**config.mk**
```make
export PLATFORM = sky130hd
export DESIGN_NAME = phase_timer_scheduler
export DESIGN_NICKNAME = d
export VERILOG_FILES = /design/src/rtl/phase_timer_scheduler.sv
export SDC_FILE = /design/constraint.sdc
export NUM_CORES = 1
export LEC_CHECK = 0
export CORE_AREA = 2 2 81 83
export DETAILED_ROUTE_END_ITERATION = 8
export DIE_AREA = 0 0 83 85
export GPL_TIMING_DRIVEN = 0
export PLACE_DENSITY_LB_ADDON = 0.08
export SLEW_MARGIN = 20
export SYNTH_ARGS = -nofsm -noshare
export SYNTH_HDL_FRONTEND = slang
export SYNTH_SLANG_ARGS = --single-unit
export TNS_END_PERCENT = 50
```
**constraint.sdc**
```tcl
create_clock -name clk -period 4.15 [get_ports clk]
set_clock_uncertainty 0.15 [all_clocks]
set_input_delay 0.83 -clock clk [delete_from_list [all_inputs] [get_ports clk]]
set_output_delay 0.83 -clock clk [all_outputs]
set_load 0.02 [all_outputs]
```
**src/rtl/phase_timer_scheduler.sv**
```systemverilog
// phase_timer_scheduler
//   Timing companion for the intersection light controller. Each time the
//   controller announces a phase (phase_load), this block works out how long
//   the phase lasts from the phase code, the road density flags and any
//   pedestrian request. It then counts that time down in whole seconds and
//   pulses phase_done so the controller can advance.
//
// Ports
//   clk          system clock, rising edge
//   reset_n      asynchronous active-low reset
//   phase[2:0]   phase code (0 INIT, 1 M, 2 M_L, 3 S, 4 PED, 5 M_Y, 6 S_Y, 7 illegal)
//   phase_load   1-cycle pulse, controller entered `phase`
//   L[2:0]       light-traffic flags (bit0 main through, bit1 main left, bit2 side)
//   H[2:0]       heavy-traffic flags, same bit map
//   ped_btn      asynchronous pedestrian button (level)
//   phase_done   1-cycle pulse, current phase expired
//   remaining    seconds left in the current phase
//   busy         phase timing in progress
//   ped_pending  latched pedestrian request
//   sec_tick     1-cycle pulse per elapsed second while busy
//   err          sticky flag, illegal phase code was loaded
module phase_timer_scheduler #(
  parameter int CLK_PER_SEC = 50000000,
  parameter int T_MAIN_G    = 20,
  parameter int T_LEFT      = 10,
  parameter int T_SIDE_G    = 15,
  parameter int T_PED       = 12,
  parameter int T_YEL       = 3,
  parameter int T_EXT       = 5,
  parameter int MAX_EXT     = 2,
  parameter int T_PED_CUT   = 5
) (
  input  logic       clk,
  input  logic       reset_n,
  input  logic [2:0] phase,
  input  logic       phase_load,
  input  logic [2:0] L,
  input  logic [2:0] H,
  input  logic       ped_btn,
  output logic       phase_done,
  output logic [5:0] remaining,
  output logic       busy,
  output logic       ped_pending,
  output logic       sec_tick,
  output logic       err
);

  typedef enum logic [2:0] {
    PH_INIT = 3'd0,
    PH_M    = 3'd1,
    PH_ML   = 3'd2,
    PH_S    = 3'd3,
    PH_PED  = 3'd4,
    PH_MY   = 3'd5,
    PH_SY   = 3'd6,
    PH_BAD  = 3'd7
  } phase_t;

  localparam int PW = (CLK_PER_SEC > 1) ? $clog2(CLK_PER_SEC) : 1;
  localparam logic [PW-1:0] PRESC_MAX = PW'(CLK_PER_SEC - 1);

  // Durations clamp to what the 6-bit remaining counter can show.
  function automatic logic [5:0] satAdd(input int a, input int b);
    int s;
    s = a + b;
    return (s > 63) ? 6'd63 : 6'(s);
  endfunction

  localparam logic [5:0] T_EXT_C     = satAdd(T_EXT, 0);
  localparam logic [5:0] T_PED_CUT_C = satAdd(T_PED_CUT, 0);
  localparam logic [7:0] MAX_EXT_C   = (MAX_EXT > 255) ? 8'd255 : 8'(MAX_EXT);

  logic          r_btnMeta;
  logic          r_btnSync;
  logic          r_btnPrev;
  logic          r_pedPending;
  logic [PW-1:0] r_presc;
  logic [5:0]    r_remaining;
  logic          r_busy;
  logic [7:0]    r_extCnt;
  logic          r_trunc;
  phase_t        r_phase;
  logic          r_expire;
  logic          r_phaseDone;
  logic          r_err;

  phase_t        w_phaseIn;
  logic [5:0]    w_loadDur;
  logic          w_secTick;
  logic          w_pedRise;
  logic          w_pedClear;
  logic          w_extend;
  logic          w_truncate;
  logic          w_unused;

  // Only the main-left light flag feeds a decision; the other L bits are
  // part of the shared bus but unused here.
  assign w_unused = &{1'b0, L[0], L[2]};

  assign w_phaseIn  = phase_t'(phase);
  assign w_secTick  = r_busy && (r_presc == PRESC_MAX);
  assign w_pedRise  = r_btnSync && !r_btnPrev;
  assign w_pedClear = phase_load && (w_phaseIn == PH_PED);

  // A heavy main road earns another T_EXT seconds, unless a pedestrian is waiting.
  assign w_extend = (r_phase == PH_M) && H[0] && (r_extCnt < MAX_EXT_C) && !r_pedPending;

  // Pedestrian request cuts a long main green short, at most once per phase.
  assign w_truncate = (r_phase == PH_M) && r_busy && r_pedPending &&
                      (r_remaining > T_PED_CUT_C) && !r_trunc;

  // Duration for the phase being announced this cycle.
  always_comb begin
    w_loadDur = 6'd1;
    case (w_phaseIn)
      PH_INIT: w_loadDur = 6'd1;
      PH_M:    w_loadDur = satAdd(T_MAIN_G, H[0] ? T_EXT : 0);
      PH_ML:   w_loadDur = (L[1] || H[1]) ? satAdd(T_LEFT, 0) : 6'd0;
      PH_S:    w_loadDur = satAdd(T_SIDE_G, H[2] ? T_EXT : 0);
      PH_PED:  w_loadDur = satAdd(T_PED, 0);
      PH_MY,
      PH_SY:   w_loadDur = satAdd(T_YEL, 0);
      PH_BAD:  w_loadDur = 6'd1;
      default: w_loadDur = 6'd1;
    endcase
  end

  // Button synchronizer; the third flop gives the previous synchronized
  // level for edge detection.
  always_ff @(posedge clk or negedge reset_n) begin
    if (!reset_n) begin
      r_btnMeta <= 1'b0;
      r_btnSync <= 1'b0;
      r_btnPrev <= 1'b0;
    end else begin
      r_btnMeta <= ped_btn;
      r_btnSync <= r_btnMeta;
      r_btnPrev <= r_btnSync;
    end
  end

  // Entering the pedestrian phase serves the request; clear beats set.
  always_ff @(posedge clk or negedge reset_n) begin
    if (!reset_n) begin
      r_pedPending <= 1'b0;
    end else if (w_pedClear) begin
      r_pedPending <= 1'b0;
    end else if (w_pedRise) begin
      r_pedPending <= 1'b1;
    end
  end

  // Phase timing. r_expire marks the cycle remaining reaches zero; phase_done
  // follows one cycle later. A new load always overrides the running phase.
  always_ff @(posedge clk or negedge reset_n) begin
    if (!reset_n) begin
      r_presc     <= '0;
      r_remaining <= 6'd0;
      r_busy      <= 1'b0;
      r_extCnt    <= 8'd0;
      r_trunc     <= 1'b0;
      r_phase     <= PH_INIT;
      r_expire    <= 1'b0;
      r_phaseDone <= 1'b0;
      r_err       <= 1'b0;
    end else begin
      r_expire    <= 1'b0;
      r_phaseDone <= r_expire;
      if (phase_load) begin
        r_phase     <= w_phaseIn;
        r_remaining <= w_loadDur;
        r_extCnt    <= 8'd0;
        r_trunc     <= 1'b0;
        r_busy      <= (w_loadDur != 6'd0);
        r_presc     <= '0;
        r_expire    <= (w_loadDur == 6'd0);
        if (w_phaseIn == PH_BAD) begin
          r_err <= 1'b1;
        end
      end else if (r_busy) begin
        if (w_secTick) begin
          r_presc <= '0;
        end else begin
          r_presc <= r_presc + 1'b1;
        end
        if (w_truncate) begin
          r_remaining <= T_PED_CUT_C;
          r_trunc     <= 1'b1;
        end else if (w_secTick) begin
          if (r_remaining > 6'd1) begin
            r_remaining <= r_remaining - 6'd1;
          end else if (w_extend) begin
            r_remaining <= T_EXT_C;
            r_extCnt    <= r_extCnt + 8'd1;
          end else begin
            r_remaining <= 6'd0;
            r_busy      <= 1'b0;
            r_expire    <= 1'b1;
          end
        end
      end
    end
  end

  assign phase_done  = r_phaseDone;
  assign remaining   = r_remaining;
  assign busy        = r_busy;
  assign ped_pending = r_pedPending;
  assign sec_tick    = w_secTick;
  assign err         = r_err;

endmodule

```
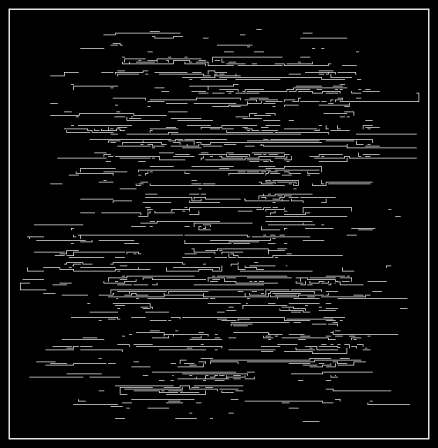
Figure 1: run 1, signal wires on met1.
nets with wire on the layer = 308
share of all routed wire = 52%
longest straight run = 30.4 um
global-route met1 utilization: 26.92%
drt total wl: 5900 um

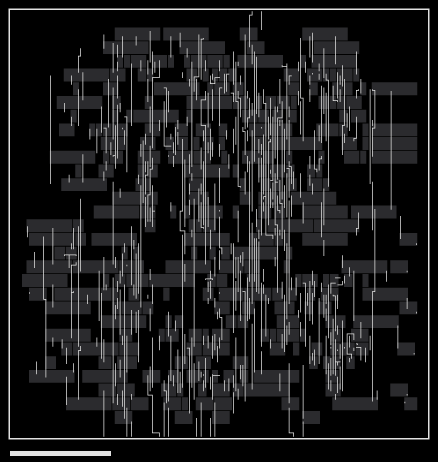
Figure 2: run 1, M2 wires.
Scale bar: 20 um. Cells faint in the background.
nets with wire on the layer = 264
wire length on this layer = 2,600 um
share of all routed wire = 44%
count of vias placed by the detailed router: 2,184
Global Route met2 Usage: 26.54%

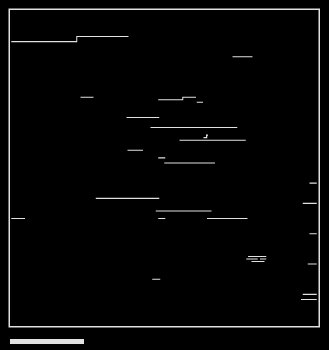
Figure 3: run 1, M3 wires.
Scale bar: 20 um.
nets with wire on the layer = 23
main direction = horizontal

==> summary.json, run 1 <==
{
  "synth.yosys.num_cells": 290,
  "syn_to_final_growth_pct": 15.53,
  "synthTopCellsByCount": "52 x sky130_fd_sc_hd__dfrtp_1, 38 x sky130_fd_sc_hd__nor2_1, 21 x sky130_fd_sc_hd__nand2_1",
  "post_synth_instance_area_um2": 2699,
  "synth-async-reset-ratio_pct": 100.0,
  "route.detailed.wl_per_inst_um": 14.90,
  "finalHoldViolCount": 0,
  "ant_nets": 0,
  "p_sw_share_pct": 26.28,
  "power.combinational.total_mw": 0.142,
  "met3_length_um": 199,
  "syn_nets": 307,
  "run_status": "complete, no violations",
  "yosys.cell_count.top_type": "sky130_fd_sc_hd__dfrtp_1",
  "cts_buffer_depth": 2,
  "timing.reg2reg.worst_path_depth": 7,
  "residual_drc_count": 0,
  "tritoncts.num_buffers": 5,
  "die-width_um": 83,
  "finalNetCount": 335,
  "total_power_mw": 1.036,
  "ys_sh_aoi_pct": 11.54,
  "uppermost_signal_routing_layer_after_detailed_routing": "met4",
  "worst_slew_margin_rel_pct": 57.20,
  "static-leakage-power_nw": 1.251,
  "clock_sinks": 52,
  "p_sw_mw": 0.2723,
  "max_cap_viol_count": 0,
  "global_route.usage.total_pct": 17.79,
  "row_count": 29,
  "synthXorXnorAreaFrac_pct": 7.140,
  "cts.htree.levels": 2,
  "power.share.combinational_pct": 13.7,
  "post-cts-setup-buffer-count": 0,
  "io_pins": 24,
  "top_area_share_pct": 48.22,
  "design_area_um2": 3118,
  "synth.largest_area_cell": "sky130_fd_sc_hd__dfrtp_1",
  "pwr.group.clock_mw": 0.358,
  "period_used_pct": 93.41,
  "power.internal_mw": 0.7637,
  "final_critical_path_setup_slack_ns": 0.2733,
  "number_of_cells_in_the_design_after_placement": 388,
  "inserted_diodes": 0,
  "gr-max-usage-layer": "met1",
  "synth.yosys.chip_area_um2": 2699,
  "grt_start_max_net_pins": 53,
  "max_clock_freq_mhz": 258.0,
  "setup_repair_after_global_routing_missed_its_margin": "false",
  "via_per_inst": 5.515
}
==> run 1: worst max-delay path, cell delays in order, from the launching register on <==
cell                              delay, ns
sky130_fd_sc_hd__dfrtp_1               0.48
sky130_fd_sc_hd__nor4_1                0.33
sky130_fd_sc_hd__nand4_1               0.12
sky130_fd_sc_hd__or3_1                 0.45
sky130_fd_sc_hd__clkbuf_1              0.26
sky130_fd_sc_hd__inv_1                 0.29
sky130_fd_sc_hd__clkdlybuf4s50_1       0.66
==> run 1: final timing paths <==
| path | from | to | slack (ns) |
|---|---|---|---|
| setup / recovery | r_presc[18]$_DFFE_PN0P_ | sec_tick | 0.27 |
| hold / removal | r_expire$_DFF_PN0_ | phase_done$_DFF_PN0_ | 0.21 |
| setup reg to reg | r_presc[18]$_DFFE_PN0P_ | r_extCnt[0]$_DFFE_PN0P_ | 1.61 |
| hold reg to reg | r_expire$_DFF_PN0_ | phase_done$_DFF_PN0_ | 0.21 |
| max in group asynchronous | reset_n | r_presc[4]$_DFFE_PN0P_ | 3.03 |
| min in group asynchronous | reset_n | remaining[3]$_DFFE_PN0P_ | 0.38 |
==> run 1: sequential cells by signal, indices dropped and copies added, names as in the netlist <==
register,cells
err,1
phase_done,1
r_extCnt,8
r_btnSync,1
r_btnMeta,1
r_trunc,1
ped_pending,1
r_btnPrev,1
r_expire,1
remaining,6
r_presc,26
busy,1
r_phase,3
==> run 1: final cells by class <==
| type | count | area [um^2] |
|---|---|---|
| flip-flops and latches | 52 | 1301 |
| repair buffers | 21 | 207.7 |
| multi-input cells | 214 | 1306 |
| clock inverters | 3 | 46.29 |
| fillers | 586 | 3087 |
| plain buffers | 14 | 53.80 |
| well taps | 77 | 96.34 |
| clock buffers | 5 | 68.82 |
| inverters | 10 | 37.54 |
==> run 1: layout by cell type (no fill, tap or decap), types with 2 or more instances in the layout <==
cell type                          n
sky130_fd_sc_hd__clkbuf_8          5
sky130_fd_sc_hd__a21oi_1          12
sky130_fd_sc_hd__or3_1             8
sky130_fd_sc_hd__nand3b_1          2
sky130_fd_sc_hd__nand2_1          21
sky130_fd_sc_hd__o311ai_0          2
sky130_fd_sc_hd__a31oi_1           6
sky130_fd_sc_hd__ha_1              4
sky130_fd_sc_hd__nor2b_1           6
sky130_fd_sc_hd__mux2_2            3
sky130_fd_sc_hd__xor2_1            6
sky130_fd_sc_hd__inv_1            10
sky130_fd_sc_hd__nand3_1          15
sky130_fd_sc_hd__or4_1             3
sky130_fd_sc_hd__nor3_1           13
sky130_fd_sc_hd__clkbuf_1         12
sky130_fd_sc_hd__nor2_1           38
sky130_fd_sc_hd__and3_1            3
sky130_fd_sc_hd__clkdlybuf4s50_1  20
sky130_fd_sc_hd__nor4_1            6
sky130_fd_sc_hd__nand4_1           6
sky130_fd_sc_hd__a22oi_1           2
sky130_fd_sc_hd__dfrtp_1          52
sky130_fd_sc_hd__nor3b_1           4
sky130_fd_sc_hd__o2111a_1          2
sky130_fd_sc_hd__xnor2_1          16
sky130_fd_sc_hd__o21ai_0           7
sky130_fd_sc_hd__a2bb2oi_1         2
sky130_fd_sc_hd__nand4b_1          2
sky130_fd_sc_hd__nand2b_1          4
==> run 2: changes to the inputs <==
--- a/config.mk
+++ b/config.mk
@@ -5,10 +5,11 @@
 export SDC_FILE = /design/constraint.sdc
 export NUM_CORES = 1
 export LEC_CHECK = 0
-export CORE_AREA = 2 2 81 83
+export CELL_PAD_IN_SITES_DETAIL_PLACEMENT = 0
+export CELL_PAD_IN_SITES_GLOBAL_PLACEMENT = 2
+export CORE_AREA = 2 2 87 89
 export DETAILED_ROUTE_END_ITERATION = 8
-export DIE_AREA = 0 0 83 85
-export GPL_TIMING_DRIVEN = 0
+export DIE_AREA = 0 0 89 91
 export PLACE_DENSITY_LB_ADDON = 0.08
 export SLEW_MARGIN = 20
 export SYNTH_ARGS = -nofsm -noshare
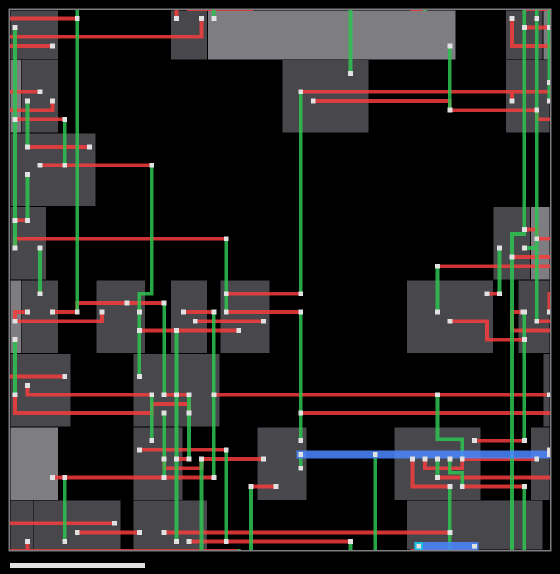
Figure 4: run 2, a small window of the routed layout.
Scale bar: 5 um. Region (12, 58) to (32, 78) um. Cells in gray, sequential cells in the stronger gray; small squares are vias.
green -> metal 2
red -> metal 1
blue -> metal 3
cyan -> metal 4
cells with their middle in the window = 25
netlist names of flops here include = `r_presc` (1)
most frequent = nor2_1 (7), xnor2_1 (4), nand3_1 (3)
sequential cells in the window = 1

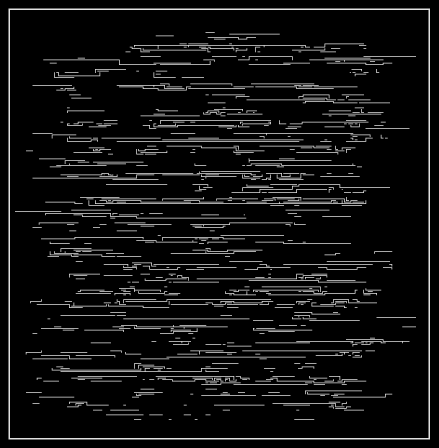
Figure 5: run 2, signal wires on met1.
share of all routed wire = 54%
longest straight run = 57.5 um
nets with wire on the layer = 299

==> run 2 against run 1 <==
Effect of this change: register-to-register slack about the same; utilization shrank 6.8 points; count of clock-buffer cells in the layout did not move; synthesized cell count unchanged; cell count up 3.0%; area after synthesis did not move; global-route usage shrank 0.99 points; design area down 0.56%; non-clock buffer count decreased by 10; hold slack got worse by 0.00075 ns; via count decreased by 3.4%.
==> summary.json, run 2 <==
{
  "post-cts-setup-buffer-count": 0,
  "fp.dieArea_um2": 8099,
  "setup-tns-final_ns": 0,
  "synthesis.instances": 290,
  "tightest_slew_ns": 0.8120,
  "port_buffers": 21,
  "setup.worst_path.start": "r_presc[18]$_DFFE_PN0P_",
  "largest_register_ff_count": 26,
  "synth-async-reset-ratio_pct": 100.0,
  "postSynthAreaPerCell_um2": 9.306,
  "crit-reg2reg-launch": "r_presc[18]$_DFFE_PN0P_",
  "power.internal_mw": 0.7052,
  "setup_repair_after_global_routing_missed_its_margin": "false",
  "share_seq_of_total_power_pct": 54.7,
  "timing.reg2reg.worst_path_depth": 6,
  "slew_violations": 0,
  "grt_start_max_net_pins": 37,
  "syn_nets": 307,
  "worst_setup_path_start_kind": "flop",
  "synth.largest_area_cell": "sky130_fd_sc_hd__dfrtp_1",
  "synth_flop_count": 52,
  "final_critical_path_setup_slack_ns": 0.6622,
  "residual_drc_count": 0,
  "timing.critical_path.slowest_cell_delay_ns": 0.66,
  "cp_max_delay_cell": "sky130_fd_sc_hd__clkdlybuf4s50_1",
  "via_per_inst": 5.172,
  "finalNetCount": 325,
  "top_area_share_pct": 48.22,
  "critPathTopFamily": "buffers and inverters",
  "largest-register": "r_presc",
  "drt_iter0_markers": 111,
  "layout.filler_cells": 731,
  "cts.htree.levels": 2,
  "min_delay_worst_endpoint": "phase_done$_DFF_PN0_",
  "p_sw_mw": 0.2813,
  "tritoncts.num_buffers": 5,
  "grt_antenna_before_repair": 0,
  "power_per_cell_area_nw_per_um2": 318.2,
  "yosys.cell_count.top_type": "sky130_fd_sc_hd__dfrtp_1",
  "synthTopCellsByCount": "52 x sky130_fd_sc_hd__dfrtp_1, 38 x sky130_fd_sc_hd__nor2_1, 21 x sky130_fd_sc_hd__nand2_1",
  "most_numerous_logic_cells_after_layout": "52 x sky130_fd_sc_hd__dfrtp_1, 38 x sky130_fd_sc_hd__nor2_1, 21 x sky130_fd_sc_hd__nand2_1, 20 x sky130_fd_sc_hd__clkdlybuf4s50_1, 16 x sky130_fd_sc_hd__xnor2_1",
  "finalHoldViolCount": 0,
  "row_count": 31,
  "period_used_pct": 84.04,
  "floorplan.die.height_um": 91,
  "r2r_setup_slack_ns": 1.62,
  "syn_to_final_growth_pct": 14.88,
  "worst_hold_startpoint": "r_expire$_DFF_PN0_",
  "synthDistinctLibCells": 51,
  "layoutNonFillerInstCount": 408,
  "via_count_of_the_first_global_routing_pass": 2018,
  "detailed_place.area_um2": 3004,
  "static-leakage-power_nw": 1.242,
  "p_sw_share_pct": 28.52,
  "max_cap_viol_count": 0,
  "synth.yosys.chip_area_um2": 2699,
  "yosys_warnings": 0,
  "crit_chain": "nor4_1 -> nand4_1 -> or3_1 -> inv_1 -> clkdlybuf4s50_1",
  "number_of_cells_in_the_design_after_placement": 400,
  "clock_sinks": 52,
  "layout.cells.most_common": "sky130_fd_sc_hd__dfrtp_1",
  "dp_worst_setup_slack_ns": 1.003,
  "run_status": "complete, no violations",
  "design_area_um2": 3100,
  "synth-main-ff-cell": "sky130_fd_sc_hd__dfrtp_1",
  "io_pins": 24,
  "cts_resized": 0,
  "die-width_um": 89,
  "global_route.usage.total_pct": 16.80,
  "cts_buffer_depth": 2,
  "synth.yosys.num_cells": 290,
  "route.detailed.wl_per_inst_um": 15.15,
  "ant_nets": 0,
  "max_clock_freq_mhz": 286.7,
  "report.final.setup_viol": 0,
  "power.share.combinational_pct": 14.0,
  "worstSkewPairLatency_ns": 0.31,
  "post_synth_instance_area_um2": 2699,
  "path_clk_slew_ns": 0.10,
  "worst_slew_margin_rel_pct": 45.87,
  "cts_tree": "yes",
  "critical_path.reg2reg.endpoint": "r_presc[23]$_DFFE_PN0P_",
  "timing.critical_path.buf_inv": 2,
  "inserted_diodes": 0
}
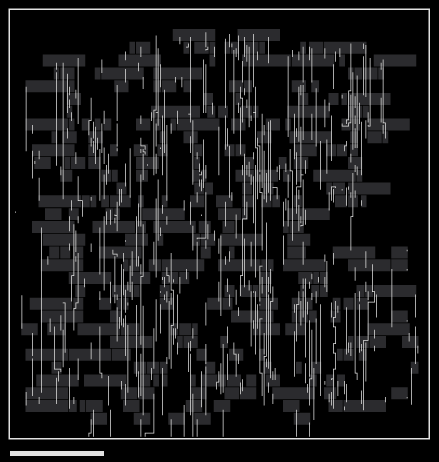
Figure 6: run 2, M2 wires.
Scale bar: 20 um. Cells faint in the background.
nets with wire on the layer = 239
longest straight run = 35.0 um
count of vias placed by the detailed router: 2,110
Global Route met2 Usage: 21.83%
drt total wl: 6183 um

## run 2: cell families after synthesis
kind of cell | Yosys count | synth area share, %
AND/OR/NAND/NOR | 138 | 26.24
flip-flops | 52 | 48.22
AND-OR/OR-AND | 46 | 11.54
buffers and inverters | 24 | 3.384
XOR/XNOR | 22 | 7.139
multiplexers | 4 | 1.623
adder cells (fa/ha/maj) | 4 | 1.855
## run 2: final cells by class
| cell class | instances | area [um^2] | area share, % |
|---|---|---|---|
| Sequential cell | 52 | 1301 | 41.97 |
| Clock inverter | 3 | 27.53 | 0.8878 |
| Inverter | 10 | 37.54 | 1.211 |
| Clock buffer | 5 | 68.82 | 2.220 |
| Tap cell | 99 | 123.9 | 3.995 |
| Multi-Input combinational cell | 214 | 1306 | 42.13 |
| Timing Repair Buffer | 25 | 235.2 | 7.587 |
## run 2: how the worst max path moves through the flow
| stage | to | cells past startpoint |
|---|---|---|
| 4_1_cts | sec_tick | 5 |
| 2_1_floorplan | sec_tick | 5 |
| 3_3_place_gp | sec_tick | 5 |
| 6_report | sec_tick | 5 |
| 5_1_grt | sec_tick | 5 |
| 3_5_place_dp | sec_tick | 5 |
## run 2: power by group through the flow
stage          clock (mW)  combinational [mW]  sequential [mW]
2_1_floorplan           0              0.0750            0.555
3_3_place_gp            0               0.140            0.550
3_5_place_dp            0               0.140            0.550
4_1_cts             0.323               0.141            0.540
5_1_grt             0.344               0.156            0.544
6_report            0.309               0.138            0.540
## run 2: metrics by stage
step                      power, mW  utilization, %  hold slack (ns)
after detailed placement     0.6903           42.09           0.1871
after CTS                     1.003           43.44           0.2156
after global routing          1.044           43.44           0.2300
after global placement       0.6899           42.09           0.1818
final                        0.9866           43.44           0.2098
after floorplan              0.6295               -           0.1812
## run 2: layer usage
metal | track usage, % | wire [um]
met1 | 28.54 | 3327
met2 | 21.83 | 2570
met5 | 0 | 0
met3 | 3.000 | 237
met4 | 3.358 | 48
Power figures rest on the tool's default switching activity, not on a simulated workload.
